<file path="src/rtl/usb_pkg.sv">
// Shared request codes, descriptor types, handshake encodings and the EP0 state set
// for the endpoint-0 control-transfer engine.
package usb_pkg;

  localparam logic [7:0] REQ_GET_DESCRIPTOR    = 8'd6;
  localparam logic [7:0] REQ_SET_ADDRESS       = 8'd5;
  localparam logic [7:0] REQ_SET_CONFIGURATION = 8'd9;

  localparam logic [7:0] DESC_DEVICE = 8'd1;
  localparam logic [7:0] DESC_CONFIG = 8'd2;

  localparam logic [1:0] HS_ACK   = 2'b01;
  localparam logic [1:0] HS_NAK   = 2'b10;
  localparam logic [1:0] HS_STALL = 2'b11;

  typedef enum logic [2:0] {
    ST_IDLE,
    ST_DATA_IN,
    ST_STATUS_OUT,
    ST_STATUS_IN,
    ST_STALL
  } ep0_state_e;

  function automatic logic [15:0] min16(input logic [15:0] a, input logic [15:0] b);
    return (a < b) ? a : b;
  endfunction

endpackage

</file>
<file path="src/rtl/usb_desc_rom.sv">
// Device and configuration descriptor ROM; one registered byte per read enable,
// held between reads so the IN byte stays stable until the next request.
module usb_desc_rom
  import usb_pkg::*;
(
  input  logic       clki,
  input  logic       rst_n,
  input  logic       clr,
  input  logic       rd_en,
  input  logic [7:0] desc_type,
  input  logic [7:0] offset,
  output logic [7:0] data
);

  function automatic logic [7:0] rom_byte(input logic cfg, input logic [7:0] off);
    logic [7:0] b;
    b = 8'h00;
    if (!cfg) begin
      case (off)
        8'd0:  b = 8'h12;  8'd1:  b = 8'h01;  8'd2:  b = 8'h00;  8'd3:  b = 8'h02;
        8'd4:  b = 8'hFF;  8'd5:  b = 8'h00;  8'd6:  b = 8'h00;  8'd7:  b = 8'h40;
        8'd8:  b = 8'h09;  8'd9:  b = 8'h12;  8'd10: b = 8'hF0;  8'd11: b = 8'h5B;
        8'd12: b = 8'h01;  8'd13: b = 8'h00;  8'd14: b = 8'h00;  8'd15: b = 8'h00;
        8'd16: b = 8'h00;  8'd17: b = 8'h01;
        default: b = 8'h00;
      endcase
    end else begin
      // 9-byte configuration (wTotalLength 18, one interface) then a 9-byte interface with no endpoints
      case (off)
        8'd0:  b = 8'h09;  8'd1:  b = 8'h02;  8'd2:  b = 8'h12;  8'd3:  b = 8'h00;
        8'd4:  b = 8'h01;  8'd5:  b = 8'h01;  8'd6:  b = 8'h00;  8'd7:  b = 8'h80;
        8'd8:  b = 8'h32;  8'd9:  b = 8'h09;  8'd10: b = 8'h04;  8'd11: b = 8'h00;
        8'd12: b = 8'h00;  8'd13: b = 8'h00;  8'd14: b = 8'hFF;  8'd15: b = 8'h00;
        8'd16: b = 8'h00;  8'd17: b = 8'h00;
        default: b = 8'h00;
      endcase
    end
    return b;
  endfunction

  always_ff @(posedge clki or negedge rst_n) begin
    if (!rst_n)     data <= 8'h00;
    else if (clr)   data <= 8'h00;
    else if (rd_en) data <= rom_byte(desc_type == DESC_CONFIG, offset);
  end

endmodule

</file>
<file path="src/rtl/usb_ep0_ctrl.sv">
// EP0 control-transfer engine: gathers the SETUP packet, decodes standard requests,
// streams descriptors and owns the device address / configuration value.
module usb_ep0_ctrl
  import usb_pkg::*;
#(
  parameter int MAX_PACKET   = 64,
  parameter int DEV_DESC_LEN = 18,
  parameter int CFG_DESC_LEN = 18
) (
  input  logic       clki,
  input  logic       rst_n,
  input  logic       usb_rst,
  input  logic       setup,
  input  logic [7:0] rx_data,
  input  logic       rx_strobe,
  input  logic       rx_done,
  input  logic       tx_req,
  output logic [7:0] tx_data,
  output logic       tx_valid,
  input  logic       in_done,
  output logic [1:0] handshake,
  output logic [6:0] usb_addr,
  output logic [7:0] cfg_value
);

  localparam int            PW      = $clog2(MAX_PACKET + 1);
  localparam logic [PW-1:0] PKT_MAX = PW'(MAX_PACKET);

  ep0_state_e    state, state_nxt, dec_state;
  logic [7:0]    setup_buf [8];
  logic [3:0]    byte_cnt;
  logic          vld_p1, dir_in_p1;
  logic [7:0]    req_p1;
  logic [15:0]   wvalue_p1, wlength_p1;
  logic [15:0]   remaining, dec_total;
  logic [7:0]    offset, desc_type;
  logic [PW-1:0] pkt_cnt;
  logic          zlp_pend, dec_zlp;
  logic          setup_byte, byte_ok;

  assign setup_byte = setup && rx_strobe;
  assign byte_ok    = (state == ST_DATA_IN) && (pkt_cnt < PKT_MAX) &&
                      (remaining != 16'd0) && !setup_byte;

  // p0: SETUP byte capture
  always_ff @(posedge clki or negedge rst_n) begin
    if (!rst_n)                              byte_cnt <= 4'd0;
    else if (usb_rst || !setup || rx_done)   byte_cnt <= 4'd0;
    else if (rx_strobe && byte_cnt != 4'd8)  byte_cnt <= byte_cnt + 4'd1;
  end

  always_ff @(posedge clki) begin
    if (setup_byte && byte_cnt != 4'd8) setup_buf[byte_cnt[2:0]] <= rx_data;
  end

  // p1: registered request decode
  always_ff @(posedge clki or negedge rst_n) begin
    if (!rst_n) vld_p1 <= 1'b0;
    else        vld_p1 <= !usb_rst && setup && rx_done && (byte_cnt == 4'd8);
  end

  always_ff @(posedge clki) begin
    if (setup && rx_done) begin
      dir_in_p1  <= setup_buf[0][7];
      req_p1     <= setup_buf[1];
      wvalue_p1  <= {setup_buf[3], setup_buf[2]};
      wlength_p1 <= {setup_buf[7], setup_buf[6]};
    end
  end

  always_comb begin
    dec_state = ST_STALL;
    dec_total = 16'd0;
    if (req_p1 == REQ_GET_DESCRIPTOR && dir_in_p1) begin
      if (wvalue_p1[15:8] == DESC_DEVICE) begin
        dec_state = ST_DATA_IN;
        dec_total = min16(wlength_p1, 16'(DEV_DESC_LEN));
      end else if (wvalue_p1[15:8] == DESC_CONFIG) begin
        dec_state = ST_DATA_IN;
        dec_total = min16(wlength_p1, 16'(CFG_DESC_LEN));
      end
    end else if ((req_p1 == REQ_SET_ADDRESS || req_p1 == REQ_SET_CONFIGURATION) && !dir_in_p1) begin
      dec_state = ST_STATUS_IN;
    end
  end

  // A full final packet that still falls short of wLength must be closed by a ZLP
  assign dec_zlp = (dec_total != 16'd0) && ((dec_total % 16'(MAX_PACKET)) == 16'd0) &&
                   (dec_total < wlength_p1);

  // p2: transfer state
  always_comb begin
    state_nxt = state;
    if (setup_byte || (setup && rx_done)) begin
      state_nxt = ST_IDLE;
    end else if (vld_p1) begin
      state_nxt = dec_state;
    end else begin
      case (state)
        ST_DATA_IN:    if (in_done && remaining == 16'd0 && !zlp_pend) state_nxt = ST_STATUS_OUT;
        ST_STATUS_OUT: if (rx_done && !setup) state_nxt = ST_IDLE;
        ST_STATUS_IN:  if (in_done) state_nxt = ST_IDLE;
        default:       state_nxt = state;
      endcase
    end
  end

  always_ff @(posedge clki or negedge rst_n) begin
    if (!rst_n)       state <= ST_IDLE;
    else if (usb_rst) state <= ST_IDLE;
    else              state <= state_nxt;
  end

  always_ff @(posedge clki or negedge rst_n) begin
    if (!rst_n) begin
      handshake <= HS_ACK;   tx_valid  <= 1'b0;
      usb_addr  <= 7'd0;     cfg_value <= 8'd0;
      offset    <= 8'd0;     pkt_cnt   <= '0;
      remaining <= 16'd0;    zlp_pend  <= 1'b0;
      desc_type <= 8'd0;
    end else if (usb_rst) begin
      handshake <= HS_ACK;   tx_valid  <= 1'b0;
      usb_addr  <= 7'd0;     cfg_value <= 8'd0;
      offset    <= 8'd0;     pkt_cnt   <= '0;
      remaining <= 16'd0;    zlp_pend  <= 1'b0;
      desc_type <= 8'd0;
    end else begin
      handshake <= (state == ST_STALL) ? HS_STALL : HS_ACK;
      if (tx_req) tx_valid <= byte_ok;
      if (setup_byte) begin
        offset    <= 8'd0;
        pkt_cnt   <= '0;
        remaining <= 16'd0;
        zlp_pend  <= 1'b0;
      end else if (vld_p1) begin
        offset    <= 8'd0;
        pkt_cnt   <= '0;
        remaining <= dec_total;
        zlp_pend  <= dec_zlp;
        desc_type <= wvalue_p1[15:8];
      end else begin
        if (tx_req && byte_ok) begin
          offset    <= offset + 8'd1;
          pkt_cnt   <= pkt_cnt + PW'(1);
          remaining <= remaining - 16'd1;
        end
        if (in_done && state == ST_DATA_IN) begin
          pkt_cnt <= '0;
          if (remaining == 16'd0) zlp_pend <= 1'b0;
        end
        if (in_done && state == ST_STATUS_IN) begin
          if (req_p1 == REQ_SET_ADDRESS) usb_addr  <= wvalue_p1[6:0];
          else                           cfg_value <= wvalue_p1[7:0];
        end
      end
    end
  end

  usb_desc_rom u_rom (
    .clki      (clki),
    .rst_n     (rst_n),
    .clr       (usb_rst),
    .rd_en     (tx_req && byte_ok),
    .desc_type (desc_type),
    .offset    (offset),
    .data      (tx_data)
  );

endmodule
</file>
<file path="config.mk">
export PLATFORM = sky130hd
export DESIGN_NAME = usb_ep0_ctrl
export DESIGN_NICKNAME = d
export VERILOG_FILES = /design/src/rtl/usb_pkg.sv /design/src/rtl/usb_desc_rom.sv /design/src/rtl/usb_ep0_ctrl.sv
export SDC_FILE = /design/constraint.sdc
export NUM_CORES = 1
export LEC_CHECK = 0
export ABC_AREA = 0
export CAP_MARGIN = 10
export CORE_MARGIN = 2
export CORE_UTILIZATION = 53
export CTS_CLUSTER_DIAMETER = 80
export DETAILED_ROUTE_END_ITERATION = 12
export PLACE_DENSITY = 0.74
export SYNTH_ARGS = -nofsm -noshare
export SYNTH_HDL_FRONTEND = slang
export SYNTH_SLANG_ARGS = --single-unit
</file>
<file path="constraint.sdc">
create_clock -name clki -period 2.2 [get_ports clki]
set_input_delay 0.44 -clock clki [delete_from_list [all_inputs] [get_ports clki]]
set_output_delay 0.44 -clock clki [all_outputs]
set_load 0.03 [all_outputs]
</file>
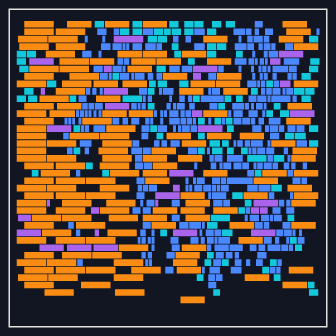
cell_classes.png
Purple stands for clock drivers and dummy loads, cells 32. Blue stands for all other logic, cells 328. Cyan stands for other buffers and delay cells, cells 102. Orange stands for flip-flops, cells 155.
area of the placeable core: 0.0121 sq mm
Design Area, Final: 0.00832 sq mm
share of the final layout cell area in sequential cells: 51.6%
cell row count: 40
core occupancy in the finished layout: 69.0%

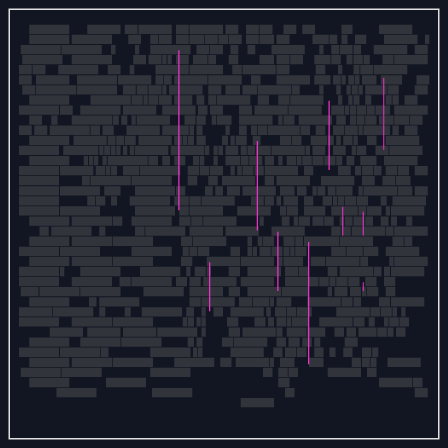
met4.png
The layer carries 181 um of wire. The wires run mostly vertical. The longest straight run is 42.8 um. The layer holds 1.3% of the routed length.
Total Routed Length: 13.6 mm
via count: 4446

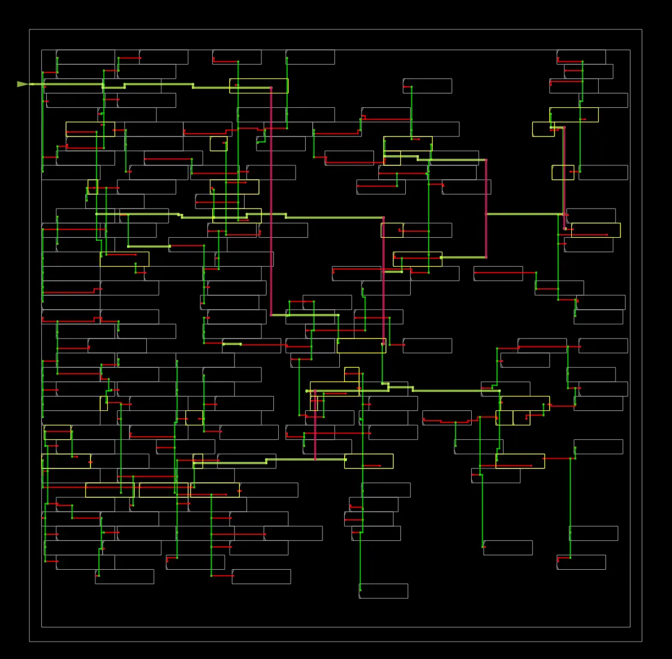
final_clocks.png
number of clock buffers inserted by TritonCTS: 17
number of sequential storage elements: 155
power in the clock group: 2.81 mW
sinks on the clock net: 155

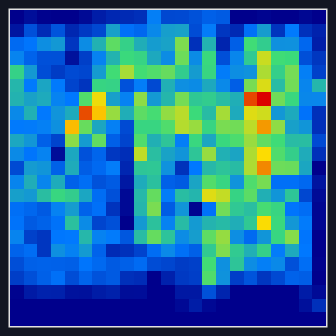
wire_density.png
The die is cut into 23 by 23 equal tiles; dark blue is low, red is high, scaled to the fullest tile. Values are wire area over tile area, all layers added.
The emptiest ninth of the die: south-west. The mean over all tiles is 0.16. The fullest tile reaches 0.57. 14% of the tiles are nearly empty.

==> results.rst <==
Run summary
-----------

.. list-table::
   :header-rows: 1

   * - Metric
     - Value
   * - GR met1 Demand/Resource
     - roughly 27%
   * - Post-Syn Area per Cell
     - roughly 13 sq um
   * - Largest register FFs
     - 41
   * - Die height
     - approximately 120 um
   * - RR Startpoint
     - remaining[4]$_DFFE_PN0P_
   * - Layout clock buffers
     - 19
   * - Failing checks
     - setup timing
   * - Final setup margin
     - -0.125 ns
   * - Flop and latch count out of synthesis
     - 155
   * - Number of stages on the worst hold path
     - 0
   * - Largest cell class
     - flip-flops and latches
   * - Hold_buf cts
     - 1
   * - Combinational fraction of the cell area
     - 27.0%
   * - Iteration tally of the first detailed-router pass
     - 5
   * - Final Max-Slew Violation Tally
     - 0
   * - Clock-pin slew on the worst setup and hold paths
     - around 0.060 ns
   * - Longest Clk Path Bufs
     - 2
   * - Initial antenna violation count
     - 0
   * - Switching power summed over all nets
     - 1.38 mW
   * - Data arrival time of the critical path
     - around 2.6 ns
   * - Clock Skews
     - about 0.008 ns
   * - Count of buffer and inverter cells on the critical path
     - 1
   * - Vias in the first global route
     - 4353
   * - Htree depth
     - 4
   * - Aoi share
     - 10.6%
   * - Number of well taps
     - between 150 and 200
   * - Boundary Pins
     - 42
   * - Global route overflow
     - 0
   * - Relative area of clock buffers and inverters in the final design
     - under 10%
   * - DRT iter0 DRCs
     - 406
   * - Area used by sequential logic in the layout
     - ~0.0043 sq mm
   * - Status
     - complete, but fails checks
   * - Tally of max-capacitance violations
     - 0
   * - DPL Wire Length
     - 9.68 mm
   * - Final Setup Violations
     - 29
   * - Flip-flops with a built-in enable
     - 82
No activity file was given, so power comes from the tool's default toggle rates.
